## src/rtl/cv32e40p_data_port_arbiter.sv

```systemverilog
// rtl/cv32e40p_data_port_arbiter.sv - two-master round-robin arbiter for the mm_ram data port
//
// Shares one OBI-style memory data port between the LSU (master 0) and the
// data cache refill/write-back engine (master 1). Grants alternate between the
// masters when both request. A small owner FIFO records which master each
// granted transaction belongs to, so in-order responses go back to that master.
//
// Ports:
//   clk_i, rst_i                  clock, synchronous active-high reset
//   m_req_i/addr/we/be/wdata      per-master request channel (master n in slice n)
//   m_gnt_o, m_rvalid_o           per-master grant / response valid
//   m_rdata_o                     shared response data, qualified by m_rvalid_o
//   mem_req_o/addr/we/be/wdata    selected request towards memory
//   mem_gnt_i, mem_rvalid_i, mem_rdata_i   memory handshake and response
//   outstanding_o                 granted-but-unanswered transaction count
//   err_o                         sticky: response seen with nothing outstanding
module cv32e40p_data_port_arbiter #(
  parameter int MAX_OUTSTANDING = 2
) (
  input  logic        clk_i,
  input  logic        rst_i,
  input  logic [1:0]  m_req_i,
  input  logic [63:0] m_addr_i,
  input  logic [1:0]  m_we_i,
  input  logic [7:0]  m_be_i,
  input  logic [63:0] m_wdata_i,
  output logic [1:0]  m_gnt_o,
  output logic [1:0]  m_rvalid_o,
  output logic [31:0] m_rdata_o,
  output logic        mem_req_o,
  output logic [31:0] mem_addr_o,
  output logic        mem_we_o,
  output logic [3:0]  mem_be_o,
  output logic [31:0] mem_wdata_o,
  input  logic        mem_gnt_i,
  input  logic        mem_rvalid_i,
  input  logic [31:0] mem_rdata_i,
  output logic [3:0]  outstanding_o,
  output logic        err_o
);

  localparam int               PTR_W    = (MAX_OUTSTANDING > 1) ? $clog2(MAX_OUTSTANDING) : 1;
  localparam logic [3:0]       MAX_CNT  = 4'(MAX_OUTSTANDING);
  localparam logic [PTR_W-1:0] LAST_PTR = PTR_W'(MAX_OUTSTANDING - 1);

  logic             rr_ptr_q;
  logic             lock_q;
  logic             locked_id_q;
  logic             fifo_q [MAX_OUTSTANDING];
  logic [PTR_W-1:0] wr_ptr_q;
  logic [PTR_W-1:0] rd_ptr_q;
  logic [3:0]       count_q;
  logic             err_q;

  logic       full;
  logic       empty;
  logic [1:0] eligible;
  logic       sel;
  logic       grant;
  logic       pop;

  function automatic logic [PTR_W-1:0] ptr_inc(input logic [PTR_W-1:0] p);
    return (p == LAST_PTR) ? '0 : p + 1'b1;
  endfunction

  always_comb begin
    full     = (count_q == MAX_CNT);
    empty    = (count_q == 4'd0);
    // A full FIFO blocks new grants even if a response frees a slot this cycle.
    eligible = m_req_i & ~{2{full}};

    // A stalled (ungranted) request keeps ownership of the port until granted.
    if (lock_q)          sel = locked_id_q;
    else if (&eligible)  sel = rr_ptr_q;
    else                 sel = eligible[1];

    mem_req_o   = eligible[sel] & ~rst_i;
    mem_addr_o  = sel ? m_addr_i[63:32]  : m_addr_i[31:0];
    mem_we_o    = sel ? m_we_i[1]        : m_we_i[0];
    mem_be_o    = sel ? m_be_i[7:4]      : m_be_i[3:0];
    mem_wdata_o = sel ? m_wdata_i[63:32] : m_wdata_i[31:0];

    grant   = mem_req_o & mem_gnt_i;
    m_gnt_o = 2'b00;
    if (grant) m_gnt_o[sel] = 1'b1;

    // Responses are in order, so the FIFO head always names the owner.
    pop        = mem_rvalid_i & ~empty & ~rst_i;
    m_rvalid_o = 2'b00;
    if (pop) m_rvalid_o[fifo_q[rd_ptr_q]] = 1'b1;
    m_rdata_o  = mem_rdata_i;

    outstanding_o = count_q;
    err_o         = err_q;
  end

  always_ff @(posedge clk_i) begin
    if (rst_i) begin
      rr_ptr_q    <= 1'b0;
      lock_q      <= 1'b0;
      locked_id_q <= 1'b0;
      wr_ptr_q    <= '0;
      rd_ptr_q    <= '0;
      count_q     <= 4'd0;
      err_q       <= 1'b0;
    end else begin
      if (grant) begin
        fifo_q[wr_ptr_q] <= sel;
        wr_ptr_q         <= ptr_inc(wr_ptr_q);
        rr_ptr_q         <= ~sel;
        lock_q           <= 1'b0;
      end else if (mem_req_o) begin
        lock_q      <= 1'b1;
        locked_id_q <= sel;
      end

      if (pop) rd_ptr_q <= ptr_inc(rd_ptr_q);

      count_q <= count_q + {3'b000, grant} - {3'b000, pop};

      if (mem_rvalid_i && empty) err_q <= 1'b1;
    end
  end

endmodule

```

## config.mk

```make
export PLATFORM = sky130hd
export DESIGN_NAME = cv32e40p_data_port_arbiter
export DESIGN_NICKNAME = d
export VERILOG_FILES = /design/src/rtl/cv32e40p_data_port_arbiter.sv
export SDC_FILE = /design/constraint.sdc
export NUM_CORES = 1
export LEC_CHECK = 0
export ABC_AREA = 1
export CAP_MARGIN = 30
export CORE_AREA = 3 3 109 111
export CTS_CLUSTER_DIAMETER = 100
export DETAILED_ROUTE_END_ITERATION = 10
export DIE_AREA = 0 0 112 114
export HOLD_SLACK_MARGIN = 0.1
export SYNTH_ARGS = -nofsm -noshare
export SYNTH_HDL_FRONTEND = slang
export SYNTH_SLANG_ARGS = --single-unit
```

## constraint.sdc

```tcl
create_clock -name clk_i -period 2.25 [get_ports clk_i]
set_input_delay 0.45 -clock clk_i [delete_from_list [all_inputs] [get_ports clk_i]]
set_output_delay 0.45 -clock clk_i [all_outputs]
set_load 0.01 [all_outputs]
```

run_1/met2.png
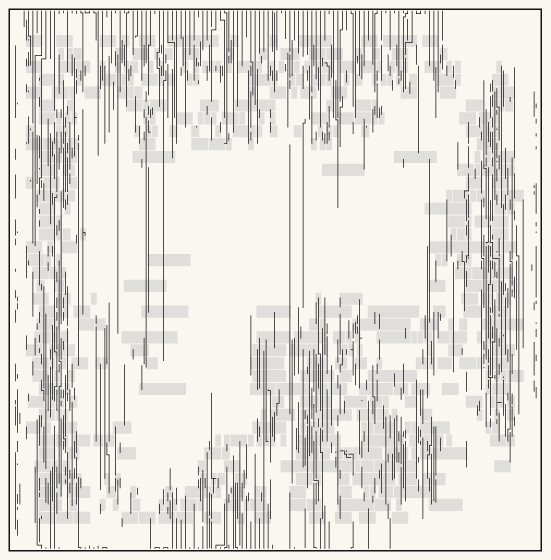
The layer carries 5480 um of wire. The wires run mostly vertical. 610 nets have wire on it. The longest straight run is 59.2 um. The layer holds 53% of the routed length.

run_1/port_nets.png
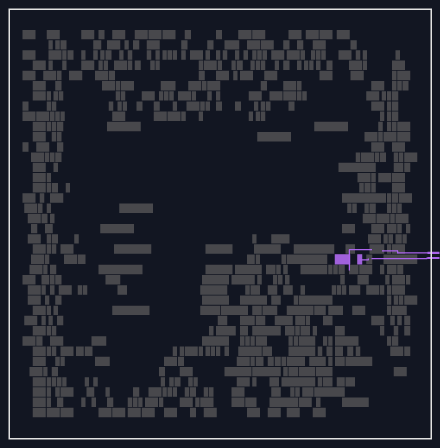
Purple shows m_gnt_o, bits 2, direction output, end cells 2, wire 42.8 um.
num ports: 287
Port Buf Inserts: 222

run_1/final_placement.png
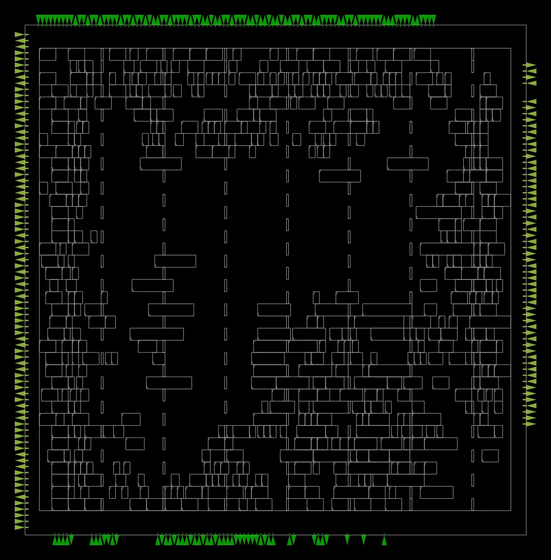
tap cell count: 140
sequential share of cell area: 6.476%
num rows: 38
fillers: 1153

==> impl_metrics.toml, run 1 <==
# implementation run metrics
[job]
warnings = 28

[status]
outcome = "finished, final reports clean"

[placed_design]
dp_hpwl_um = 7379

[cts]
cts_buffers = 3
cts_root_buf = "clkbuf_8"

[power]
pwr-share-seq_pct = 13.6
power_density_nw_per_um2 = 564.3
pg_comb_mw = 1.92
finalPower_mw = 2.464

[global_routing]
use_met3_pct = 3.024
grt_pass1_wl_um = 14370
met1_usage_pct = 14.93
grt_max_degree = 20
grt_usage_pct = 13.83

[critical_path]
critical_path.cell_chain = "inv_2 > ha_4 > nand3_4 > nand3_4 > nand2_8 > buf_12 > inv_16 > clkbuf_16 > buf_4 > nand2_1 > nand2_1 > buf_2"
setup.worst_path.start = "outstanding_o[2]$_SDFF_PP0_"
crit_fanout = 10

[yosys]
logic_family = "simple AND/OR/NAND/NOR gates"
ys_sh_simple_pct = 53.90
synth.most_common_cell = "nand2_1"

[final_layout]
design_area_sq_um = 4367
instances_no_fill = 705

[die]
die-area_sq_um = 12770

[timing]
layout_setup_ws_ns = 0.001548
==> run 2, diff against run 1 <==
--- a/config.mk
+++ b/config.mk
@@ -11,7 +11,7 @@
 export CTS_CLUSTER_DIAMETER = 100
 export DETAILED_ROUTE_END_ITERATION = 10
 export DIE_AREA = 0 0 112 114
-export HOLD_SLACK_MARGIN = 0.1
+export HOLD_SLACK_MARGIN = 0.15
 export SYNTH_ARGS = -nofsm -noshare
 export SYNTH_HDL_FRONTEND = slang
 export SYNTH_SLANG_ARGS = --single-unit
run_2/cell_classes.png
Fill, decap, tap and diode cells in gray.
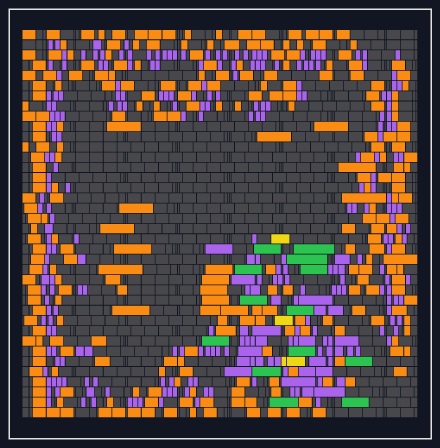
Yellow shows clock drivers and dummy loads, cells 4. Purple shows all other logic, cells 282. Green shows flops, cells 13. Orange shows other buffers and delay cells, cells 266.

run_2/final_placement.png
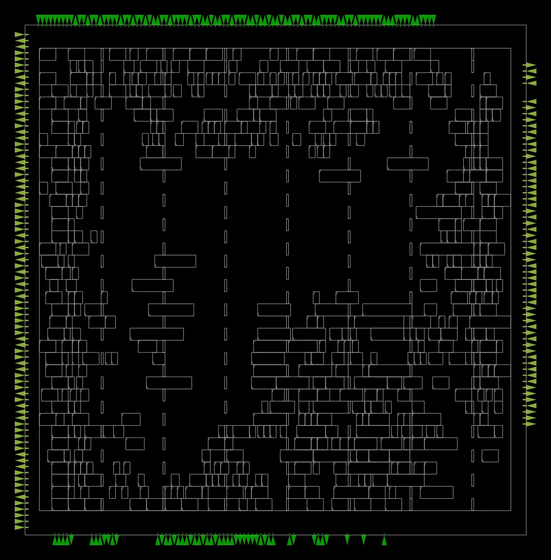
Flop Count: 13
CORE AREA: 10890 sq um
final std cells w/o fill: 705
post-layout util: 40.11%

==> impl_metrics.toml, run 2 <==
# implementation run metrics
[status]
outcome = "finished, final reports clean"

[placed_design]
io_buffers = 222
dp_hpwl_um = 7379

[yosys]
ys_sh_simple_pct = 53.90
synth.most_common_cell = "nand2_1"
logic_family = "simple AND/OR/NAND/NOR gates"

[global_routing]
grt_usage_pct = 13.83
met1_usage_pct = 14.93
grt_pass1_wl_um = 14370
use_met3_pct = 3.024
grt_max_degree = 20

[final_layout]
design_area_sq_um = 4367
sh_seq_area_pct = 6.476
n_all_buffers = 266

[job]
warnings = 28

[cts]
cts_buffers = 3
ctsHoldBuffers = 0
cts_root_buf = "clkbuf_8"

[die]
tap_cells = 140
die-area_sq_um = 12770
ios = 287
rows = 38

[power]
finalPower_mw = 2.464
power_density_nw_per_um2 = 564.3
vdd_drop_max_uv = 340.3
pg_comb_mw = 1.92

[critical_path]
crit_fanout = 10
critical_path.cell_chain = "inv_2 > ha_4 > nand3_4 > nand3_4 > nand2_8 > buf_12 > inv_16 > clkbuf_16 > buf_4 > nand2_1 > nand2_1 > buf_2"
setup.worst_path.start = "outstanding_o[2]$_SDFF_PP0_"

[min_path]
hp-class = "flop to flop"
worst_hold_path.endpoint = "err_o$_SDFFE_PP0P_"

[timing]
fin_crit_ns = 2.248
layout_setup_ws_ns = 0.001548
No activity file was given, so power comes from the tool's default toggle rates.
